Figure 1. Met1 routing (run 1).
Drawn at 4 px/um. Cells faint in the background.
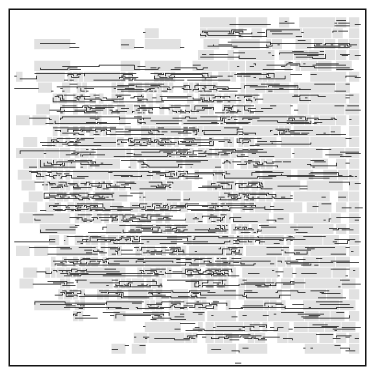
Figure 2. Met2 routing (run 1).
Drawn at 6 px/um.
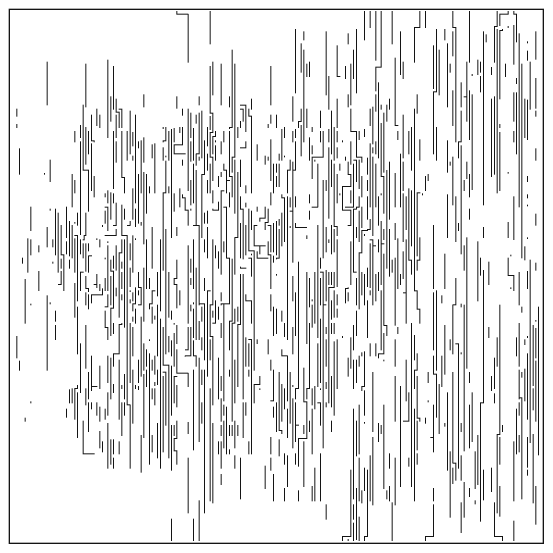
Figure 3. Metal 3 (run 1).
Drawn at 3 px/um. Cells faint in the background.
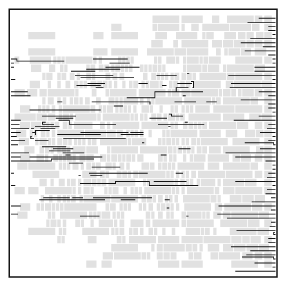
Figure 4. Signal wires on met4 (run 1).
Drawn at 3 px/um. Cells faint in the background.
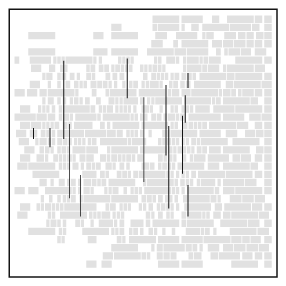
==> config.mk <==
export PLATFORM = sky130hd
export DESIGN_NAME = instr_fetch_unit
export DESIGN_NICKNAME = d
export VERILOG_FILES = /design/src/rtl/instr_fetch_unit_pkg.sv /design/src/rtl/instr_fetch_unit_field_split.sv /design/src/rtl/instr_fetch_unit.sv
export SDC_FILE = /design/constraint.sdc
export NUM_CORES = 1
export LEC_CHECK = 0
export ABC_AREA = 1
export CAP_MARGIN = 20
export CORE_UTILIZATION = 52
export DETAILED_ROUTE_END_ITERATION = 8
export PLACE_DENSITY = 0.95
export SYNTH_ARGS = -nofsm -noshare
export SYNTH_HDL_FRONTEND = slang
export SYNTH_SLANG_ARGS = --single-unit
==> constraint.sdc <==
create_clock -name clk -period 3.05 [get_ports clk]
set_input_delay 0.915 -clock clk [delete_from_list [all_inputs] [get_ports clk]]
set_output_delay 0.915 -clock clk [all_outputs]
set_load 0.1 [all_outputs]
==> datasheet_impl.txt, run 1 <==
Implementation parameters

Parameter                              Value

Global routing
  Global Route Usage Sum    27.27%
  Maximum number of pins on one net before global-route repair    roughly 69
  Via count of the first global-routing pass    3554
  Wire length of the first global-routing pass    16330 um

Synthesis
  Main area contributors    sky130_fd_sc_hd__dfrtp_1 (43%), sky130_fd_sc_hd__nand2_1 (17%), sky130_fd_sc_hd__o21ai_0 (5.1%)
  Area leader, netlist    sky130_fd_sc_hd__dfrtp_1
  Syn Inst Count    528
  Yosys Warn Count    0
  Post-synthesis average cell area    7.415 um2
  Number of enable-type register cells in the synthesized netlist    0
  Leading cell type by number of instances after synthesis    sky130_fd_sc_hd__nand2_1
  Nets at Floorplan    567
  Syn Std Cell Area    3915 um2
  Top cells by instance count after synthesis    sky130_fd_sc_hd__nand2_1 (178), sky130_fd_sc_hd__dfrtp_1 (68), sky130_fd_sc_hd__nor2_1 (50)
  Synth flops    68
  Dominant register cell in the synthesized netlist    sky130_fd_sc_hd__dfrtp_1
  Chip area line of the yosys report    3915 um2

Layout
  Area Growth Syn to Fin    35.06%
  Number of nets in the finished design    650
  Non-filler instance count after layout    715
  Layout cell share with drive strength beyond 1    22.89%
  Multi-input gate area in the final layout    1869 um2
  Storage element area    1702 um2
  Post-layout instance area    ~5300 um2

Clocking
  Later-pin clock latency in the skew report    0.36 ns
  Number of sinks on the clock net    between 60 and 70
  Clock tree from TritonCTS    yes
  Reg clk slew, reported paths    0.07 ns
  Cell chosen for the clock root    sky130_fd_sc_hd__clkbuf_8
  Number of buffers inserted for hold repair after clock tree synthesis    0
  Post-cts resize count    0

Final timing
  Share of the clock period used by the worst path after layout    95.54%
  Highest attainable clock frequency    343.2 MHz
  Relative max-transition margin    66.71%
  Setup repair after global routing missed its margin    no
  Worst Max-Slew Pin Slew    approximately 0.50 ns

Worst setup path
  Logic depth of the worst register-to-register path    8
  Worst endpoint required time    between 2 and 2.5 ns
  Kind of end point of the critical path    output port
  Maximum fanout along the worst path    16
  CP Cell Sequence    nand3_1, nand2_4, clkinv_2, buf_4, nor2_2, buf_12

Placement
  Total of buffers placed on input and output ports    108
  Placed inst area    5062 um2
  Dpl hpwl    7345 um
  Final GP Congestion    0.9333

Routing
  Initial DRC count    343
  Count of TritonRoute iterations in the first routing pass    5
  Routed Antenna Nets    0

Die
  Effective utilization at floorplan    53.98%
  Die Span Y    ~90 um
  FP Rows    31
  Area of the core region    between 7000 and 8000 um2

Hold path
  Depth of the worst hold-timing path    2

Flow run
  Number of logged tool warnings    26

Outcome
  Status    finished clean
-- Figure 1 (at the start) --
The longest straight run is 29.9 um. The wires run mostly horizontal. 555 nets have wire on it.
total number of vias: 3830
met1 demand-to-capacity share in global routing: 34.84%
total routed wirelength: 10390 um

-- Figure 2 (at the start) --
524 nets have wire on it. The layer carries 4790 um of wire.
met2 Track Usage GR: 44.13%

-- Figure 3 (at the start) --
The longest straight run is 23.9 um. 132 nets have wire on it. The layer carries 1070 um of wire. The layer holds 10% of the routed length.
met3 usage in global routing: 6.996%

-- Figure 4 (at the start) --
9 nets have wire on it. The longest straight run is 27.9 um.

## run 1: area by class of cell
class,count,share of cell area (%)
multi-input combinational,373,35.35
sequential,68,32.18
inverter,44,3.147
timing repair buffer,115,22.72
clock inverter,6,1.656
tap,99,2.343
clock buffer,10,2.603
## run 1: placed cells by master, fill, tap and decap left out, types with 15 or more instances in the layout
cell type                           n
sky130_fd_sc_hd__nand2_1          177
sky130_fd_sc_hd__buf_12            20
sky130_fd_sc_hd__buf_4             58
sky130_fd_sc_hd__nor2_1            34
sky130_fd_sc_hd__a21oi_1           28
sky130_fd_sc_hd__mux2_2            16
sky130_fd_sc_hd__nand3_1           20
sky130_fd_sc_hd__a31oi_1           15
sky130_fd_sc_hd__inv_1             38
sky130_fd_sc_hd__dfrtp_1           68
sky130_fd_sc_hd__o21ai_0           40
sky130_fd_sc_hd__clkdlybuf4s50_1   36
## run 1: routing by layer
| metal | up-vias | part of all wire [%] |
|---|---|---|
| li1 | 1841 | - |
| met1 | 1746 | 42 |
| met2 | 214 | 46 |
| met3 | 29 | 10 |
| met4 | 0 | 2.0 |
| met5 | - | 0 |
## run 1: worst max-delay path: cells and delay by family, from the launching register on
kind,cells,cell delay (ns)
buffers and inverters,3,0.51
flip-flops,1,0.53
AND/OR/NAND/NOR,3,0.59
## run 1: cell families after synthesis
family                     Yosys count  share of synthesized area (%)
AOI/OAI and AO/OA                   96                          13.42
xor gates and xnor gates             3                         0.6713
adders and majority gates            1                         0.3195
buffers and inverters               87                          11.41
DFF                                 68                          43.46
muxes                               16                          4.602
and+or+nand+nor                    257                          26.11
## run 1: stage by stage
stage	hold WS (ns)	setup WS [ns]
floorplan	0.4274	0.09915
CTS	0.4774	0.1473
detailed placement	0.4583	0.4529
global placement	0.4432	0.4781
finish	0.4786	0.1360
global route	0.4918	0.06682
==> run 2, diff against run 1 <==
- CORE_MARGIN: default -> 8
Figure 5. Met1 routing (run 2).
Drawn at 4 px/um. Cells faint in the background.
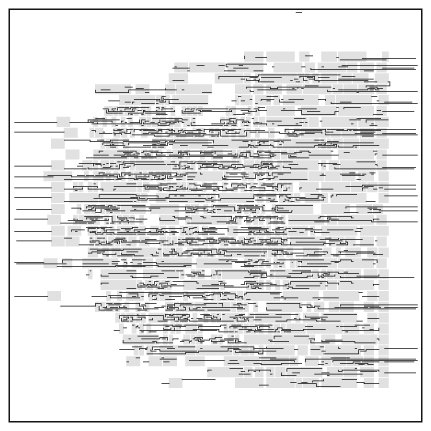
578 nets have wire on it. The wires run mostly horizontal.
met1 demand-to-capacity share in global routing: 27.60%
total routed wirelength: 11200 um
total number of vias: 3921

Figure 6. Met2 routing (run 2).
Drawn at 4 px/um.
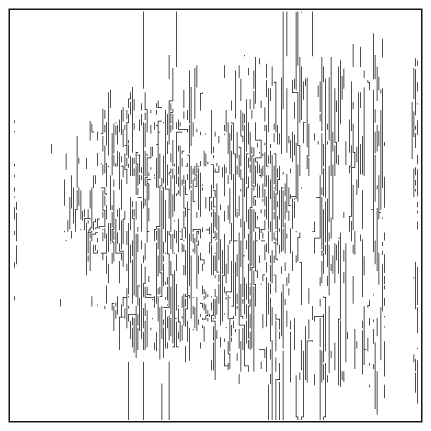
The layer carries 5060 um of wire. 555 nets have wire on it. The layer holds 45% of the routed length. The wires run mostly vertical.
met2 Track Usage GR: 34.47%

Figure 7. Track usage over the die (run 2).
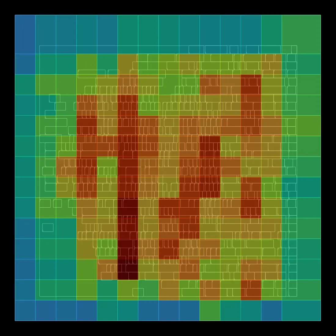
gr busiest metal: met2
Finished Core Util: 71.84%
met3 usage in global routing: 4.591%
Global Route Usage Sum: 21.33%
WL per Instance: 15.66 um

==> datasheet_impl.txt, run 2 <==
Implementation parameters

Parameter                              Value

Outcome
  Status    finished clean

Clocking
  Number of sinks on the clock net    just under 70
  Reg clk slew, reported paths    0.07 ns
  Cell chosen for the clock root    sky130_fd_sc_hd__clkbuf_8
  Clock tree from TritonCTS    yes
  Later-pin clock latency in the skew report    0.35 ns
  Worst-case clock buffer depth    2
  Post-cts resize count    0
  Number of buffers inserted for hold repair after clock tree synthesis    0

Routing
  Routed Antenna Nets    0
  Uppermost metal layer occupied by signal nets    met4
  Post-Route M1 WL    4717 um
  Met3 wire len    approximately 1300 um
  Initial DRC count    408
  Count of TritonRoute iterations in the first routing pass    4
  Detailed-routed wire length on met2    5059 um

Die
  FP Rows    31
  Die Span Y    102.8 um
  Floorplan die width    102.8 um
  Effective utilization at floorplan    53.69%
  Area of the core region    ~7300 um2

Flow run
  Number of logged tool warnings    26
  MaxCap Viol Count    0

Final timing
  Worst hold margin    around 0.48 ns
  Setup repair after global routing missed its margin    no
  Relative max-transition margin    52.59%
  Worst Max-Slew Pin Slew    between 0.7 and 0.8 ns
  Share of the clock period used by the worst path after layout    95.41%
  Highest attainable clock frequency    about 340 MHz

Worst setup path
  Setup slack of the most critical reg-to-reg path    roughly 1.0 ns
  Maximum fanout along the worst path    16
  CP startpoint kind    register
  Logic depth of the worst register-to-register path    8
  Kind of end point of the critical path    output port
  Worst endpoint required time    2.13 ns

Synthesis
  Number of enable-type register cells in the synthesized netlist    0
  Area leader, netlist    sky130_fd_sc_hd__dfrtp_1
  Syn Inst Count    between 500 and 600
  Top cells by instance count after synthesis    sky130_fd_sc_hd__nand2_1 (178), sky130_fd_sc_hd__dfrtp_1 (68), sky130_fd_sc_hd__nor2_1 (50)
  Leading cell type by number of instances after synthesis    sky130_fd_sc_hd__nand2_1
  Main area contributors    sky130_fd_sc_hd__dfrtp_1 (43%), sky130_fd_sc_hd__nand2_1 (17%), sky130_fd_sc_hd__o21ai_0 (5.1%)
  Post-synthesis average cell area    7.415 um2
  Synth flops    68
  Chip area line of the yosys report    3915 um2
  Dominant register cell in the synthesized netlist    sky130_fd_sc_hd__dfrtp_1
  Nets at Floorplan    567
  Yosys Warn Count    0
  Syn Std Cell Area    3915 um2

Layout
  Number of nets in the finished design    650
  Most numerous logic cells after layout    sky130_fd_sc_hd__nand2_1 (177), sky130_fd_sc_hd__dfrtp_1 (68), sky130_fd_sc_hd__buf_4 (58), sky130_fd_sc_hd__o21ai_0 (40), sky130_fd_sc_hd__inv_1 (38)
  Area Growth Syn to Fin    33.81%
  Most numerous logic cell after layout    sky130_fd_sc_hd__nand2_1
  Layout cell share with drive strength beyond 1    22.89%

Global routing
  Via count of the first global-routing pass    3605
  Maximum number of pins on one net before global-route repair    just under 50
  Wire length of the first global-routing pass    approximately 18000 um

Hold path
  Depth of the worst hold-timing path    2

Placement
  Final GP Congestion    a little over 0.9
  Dpl hpwl    8385 um
  Total of buffers placed on input and output ports    108
run 2: final cells by class:
cell class / count / area (um2)
clock buffer: 9 / 123.9
clock inverter: 7 / 52.55
fill: 520 / 2053
inverter: 44 / 166.4
multi-input combinational: 373 / 1869
sequential: 68 / 1702
tap: 99 / 123.9
timing repair buffer: 115 / 1201
run 2: worst max-delay path: stages, from the launching register on:
cell and delay [ns]:
sky130_fd_sc_hd__dfrtp_1 0.53, sky130_fd_sc_hd__nand3_1 0.24, sky130_fd_sc_hd__nand2_4 0.16, sky130_fd_sc_hd__clkinv_2 0.08, sky130_fd_sc_hd__buf_4 0.25, sky130_fd_sc_hd__nor2_2 0.18
sky130_fd_sc_hd__buf_12 0.19
run 2: stage by stage:
step | util [%] | setup WS [ns] | std cells | instance area, um2
after floorplan | - | 0.09915 | 528 | 4018
after global routing | 71.84 | 0.03378 | 715 | 5239
after detailed placement | 69.42 | 0.4269 | 699 | 5062
after CTS | 71.84 | 0.1462 | 715 | 5239
after global placement | 69.42 | 0.5010 | 699 | 5062
final | 71.84 | 0.1399 | 715 | 5239
run 2: cell families (layout without fill, tap and decap cells):
| kind of cell | after synthesis | after routing | synth area share [%] |
|---|---|---|---|
| AND-OR/OR-AND | 96 | 96 | 13.42 |
| multiplexers | 16 | 16 | 4.602 |
| flip-flops | 68 | 68 | 43.46 |
| XOR/XNOR | 3 | 3 | 0.6713 |
| buffers and inverters | 87 | 175 | 11.41 |
| adder cells (fa/ha/maj) | 1 | 1 | 0.3195 |
| AND/OR/NAND/NOR | 257 | 257 | 26.11 |
run 2: per-layer routing:
layer / vias to the layer above / track usage [%]
li1: 1852 / -
met1: 1799 / 27.60
met2: 253 / 34.47
met3: 17 / 4.591
met4: 0 / 7.453
met5: - / 0
